### src/rtl/crc_byte_feeder.sv
// Byte feeder for the bit-serial CRC engine: FIFO, one-cycle issue pulses, frame delimiting.
// Optional frame counter output enabled by CRC_FEEDER_FRMCNT_EN.
module crc_byte_feeder #(
  parameter int FIFO_DEPTH = 4,
  parameter int LEN_W      = 16
) (
  input  logic             CLK,
  input  logic             RST,
  input  logic [7:0]       s_data,
  input  logic             s_valid,
  input  logic             s_last,
  output logic             s_ready,
  output logic [7:0]       din,
  output logic             D_VALID,
  input  logic             D_READY,
  output logic             frame_done,
  output logic [LEN_W-1:0] frame_len,
`ifdef CRC_FEEDER_FRMCNT_EN
  output logic [15:0]      frame_cnt,
`endif
  output logic             busy
);

  localparam int AW = $clog2(FIFO_DEPTH);

  typedef enum logic [1:0] {
    IDLE,
    WAIT_LOW,
    WAIT_HIGH
  } state_e;

  logic [8:0]    mem_q [FIFO_DEPTH];
  logic [AW-1:0] wr_ptr_q, wr_ptr_d;
  logic [AW-1:0] rd_ptr_q, rd_ptr_d;
  logic [AW:0]   occ_q, occ_d;
  logic          full, empty;
  logic          push, pop;
  logic [8:0]    head;

  state_e           state_q, state_d;
  logic [7:0]       din_q, din_d;
  logic             dv_q, dv_d;
  logic             last_q, last_d;
  logic [LEN_W-1:0] cnt_q, cnt_d;
  logic             fd_q, fd_d;
  logic [LEN_W-1:0] flen_q, flen_d;

  assign full  = (occ_q == (AW+1)'(FIFO_DEPTH));
  assign empty = (occ_q == '0);
  assign head  = mem_q[rd_ptr_q];

  // s_ready is masked during reset so nothing is taken while RST is held
  assign s_ready = ~RST & ~full;
  assign push    = s_valid & s_ready;
  assign pop     = (state_q == IDLE) & ~empty & D_READY;

  always_comb begin
    wr_ptr_d = wr_ptr_q;
    rd_ptr_d = rd_ptr_q;
    occ_d    = occ_q;
    if (push) wr_ptr_d = wr_ptr_q + AW'(1);
    if (pop)  rd_ptr_d = rd_ptr_q + AW'(1);
    unique case ({push, pop})
      2'b10:   occ_d = occ_q + (AW+1)'(1);
      2'b01:   occ_d = occ_q - (AW+1)'(1);
      default: occ_d = occ_q;
    endcase
  end

  always_ff @(posedge CLK) begin
    if (push) mem_q[wr_ptr_q] <= {s_last, s_data};
  end

  always_ff @(posedge CLK) begin
    if (RST) begin
      wr_ptr_q <= '0;
      rd_ptr_q <= '0;
      occ_q    <= '0;
    end else begin
      wr_ptr_q <= wr_ptr_d;
      rd_ptr_q <= rd_ptr_d;
      occ_q    <= occ_d;
    end
  end

  always_comb begin
    state_d = state_q;
    din_d   = din_q;
    dv_d    = 1'b0;
    last_d  = last_q;
    cnt_d   = cnt_q;
    fd_d    = 1'b0;
    flen_d  = flen_q;
    unique case (state_q)
      IDLE: begin
        if (pop) begin
          din_d   = head[7:0];
          dv_d    = 1'b1;
          last_d  = head[8];
          if (cnt_q != '1) cnt_d = cnt_q + LEN_W'(1);
          state_d = WAIT_LOW;
        end
      end
      WAIT_LOW: begin
        if (!D_READY) state_d = WAIT_HIGH;
      end
      WAIT_HIGH: begin
        // CRC idle again: the byte is fully absorbed
        if (D_READY) begin
          if (last_q) begin
            fd_d   = 1'b1;
            flen_d = cnt_q;
            cnt_d  = '0;
          end
          state_d = IDLE;
        end
      end
      default: state_d = IDLE;
    endcase
  end

  always_ff @(posedge CLK) begin
    if (RST) begin
      state_q <= IDLE;
      din_q   <= '0;
      dv_q    <= 1'b0;
      last_q  <= 1'b0;
      cnt_q   <= '0;
      fd_q    <= 1'b0;
      flen_q  <= '0;
    end else begin
      state_q <= state_d;
      din_q   <= din_d;
      dv_q    <= dv_d;
      last_q  <= last_d;
      cnt_q   <= cnt_d;
      fd_q    <= fd_d;
      flen_q  <= flen_d;
    end
  end

`ifdef CRC_FEEDER_FRMCNT_EN
  logic [15:0] fcnt_q, fcnt_d;

  assign fcnt_d = fd_d ? fcnt_q + 16'd1 : fcnt_q;

  always_ff @(posedge CLK) begin
    if (RST) fcnt_q <= '0;
    else     fcnt_q <= fcnt_d;
  end

  assign frame_cnt = fcnt_q;
`endif

  assign din        = din_q;
  assign D_VALID    = dv_q;
  assign frame_done = fd_q;
  assign frame_len  = flen_q;
  assign busy       = ~empty | (state_q != IDLE);

endmodule
### config.mk
export PLATFORM = sky130hd
export DESIGN_NAME = crc_byte_feeder
export DESIGN_NICKNAME = d
export VERILOG_FILES = /design/src/rtl/crc_byte_feeder.sv
export SDC_FILE = /design/constraint.sdc
export NUM_CORES = 1
export LEC_CHECK = 0
export CAP_MARGIN = 15
export CORE_MARGIN = 3
export CORE_UTILIZATION = 49
export CTS_BUF_LIST = sky130_fd_sc_hd__clkbuf_8
export DETAILED_ROUTE_END_ITERATION = 8
export GPL_TIMING_DRIVEN = 0
export PLACE_DENSITY = 0.73
export SYNTH_ARGS = -nofsm -noshare
export SYNTH_HDL_FRONTEND = slang
export SYNTH_SLANG_ARGS = --single-unit
### constraint.sdc
create_clock -name CLK -period 4 [get_ports CLK]
set_input_delay 0.8 -clock CLK [delete_from_list [all_inputs] [get_ports CLK]]
set_output_delay 0.8 -clock CLK [all_outputs]
set_load 0.02 [all_outputs]
**Wiring heat map**

Scale: 4 px per um. 18 x 18 tiles, from white (low) to dark blue (high), scaled to the fullest tile. Values are wire area over tile area, all layers added.
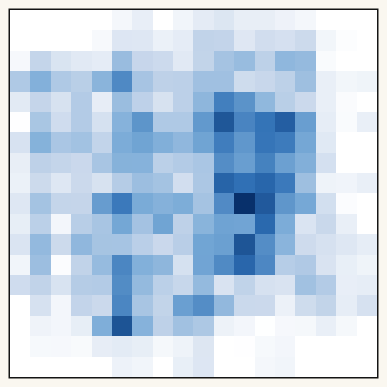
The emptiest ninth of the die: south-east. 16% of the tiles are over half the peak. The fullest tile reaches 0.51.
WL per Instance: 15.0 um
global-route usage over all layers: 17.7%

**I/O nets highlighted**

Scale: 4 px per um.
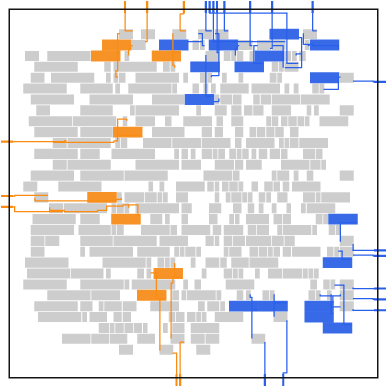
Key: `frame_len` = blue [bits 16, direction output, end cells 16, buffers 16, wire 322 um]; `din` = orange [bits 8, direction output, end cells 8, buffers 8, wire 229 um]
IO Count: 41
PortBufs: 40

**Routing congestion**

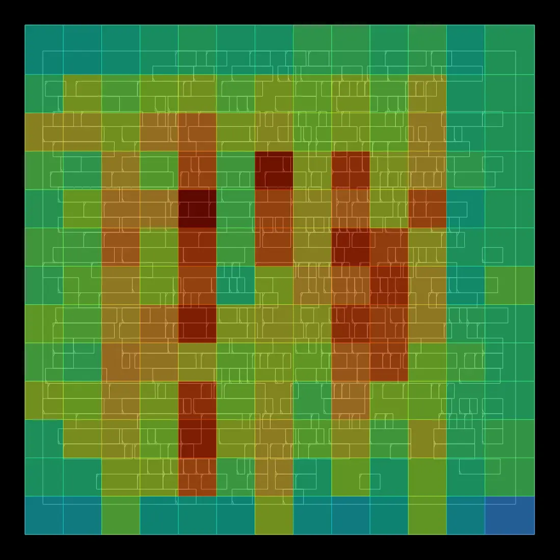
Top Usage Layer GRT: met2
met3 global-route usage: 4.76%
met1 GRT Util: 21.0%

**Routed clock nets over the placement**

Scale: 4 px per um.
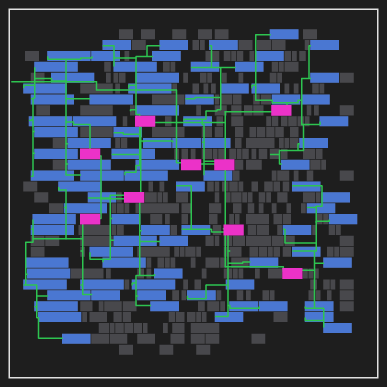
Key: flip-flops = blue [count 88]; clock-net drivers = magenta [count 9]; clock wires = green [length 917 um]
There are 10 routed clock nets. Position of the flops: all over the die.

==> reports/metrics.yaml <==
numSynthFlops: 88
sh_comb_area_pct: 32.1
startpoint: "D_READY"
seq_cells: 88
crit_buf_inv: 4
routed.top_layer: "met4"
power_density_nw_per_um2: 506
insertion_delay_ns: 0.35
pre_cts_slack_ns: 0.353
lay_top_cells: "nand2_1, dfxtp_1, clkdlybuf4s50_1"
syn_inst: 330
min_to: "frame_len[15]"
min-delay-start: "frame_len[15]"
timing.final.crit_share_pct: 82.1
worstHoldPathType: "reg -> reg"
ctsResizeCount: 0
placedCellCount: 466
outcome: "finished, final reports clean"
crit_path_cell_trace: "clkdlybuf4s50_1 -> nand3b_1 -> clkinv_1 -> clkbuf_1 -> ha_1 -> inv_1 -> fa_1 -> xor2_1 -> or3_1 -> a21oi_1"
gr-total-overflow: 0
drt-initial-drc-count: 108
grt_antenna_before_repair: 0
required_ns: 4.28
endpoint: "occ_q[2]"
logic_gate_count: 219
ant_nets: 0
seq-power_mw: 1.06
yosys.stat.seqShare_pct: 58.9
reg2regPathDepth: 10
worstSetupPathType: "in -> reg"
cts_tree: "yes"
syn-mean-instance-area_um2: 10.9
pwr-share-seq_pct: 48.4
synthFlopType: "dfxtp_1"
power.leakage_nw: 1.42
rows: 30
fp-utilization_pct: 51.9
seq_share_pct: 49.2
grtUsageMet2_pct: 30.8
synth_nets: 350
Power figures rest on the tool's default switching activity, not on a simulated workload.
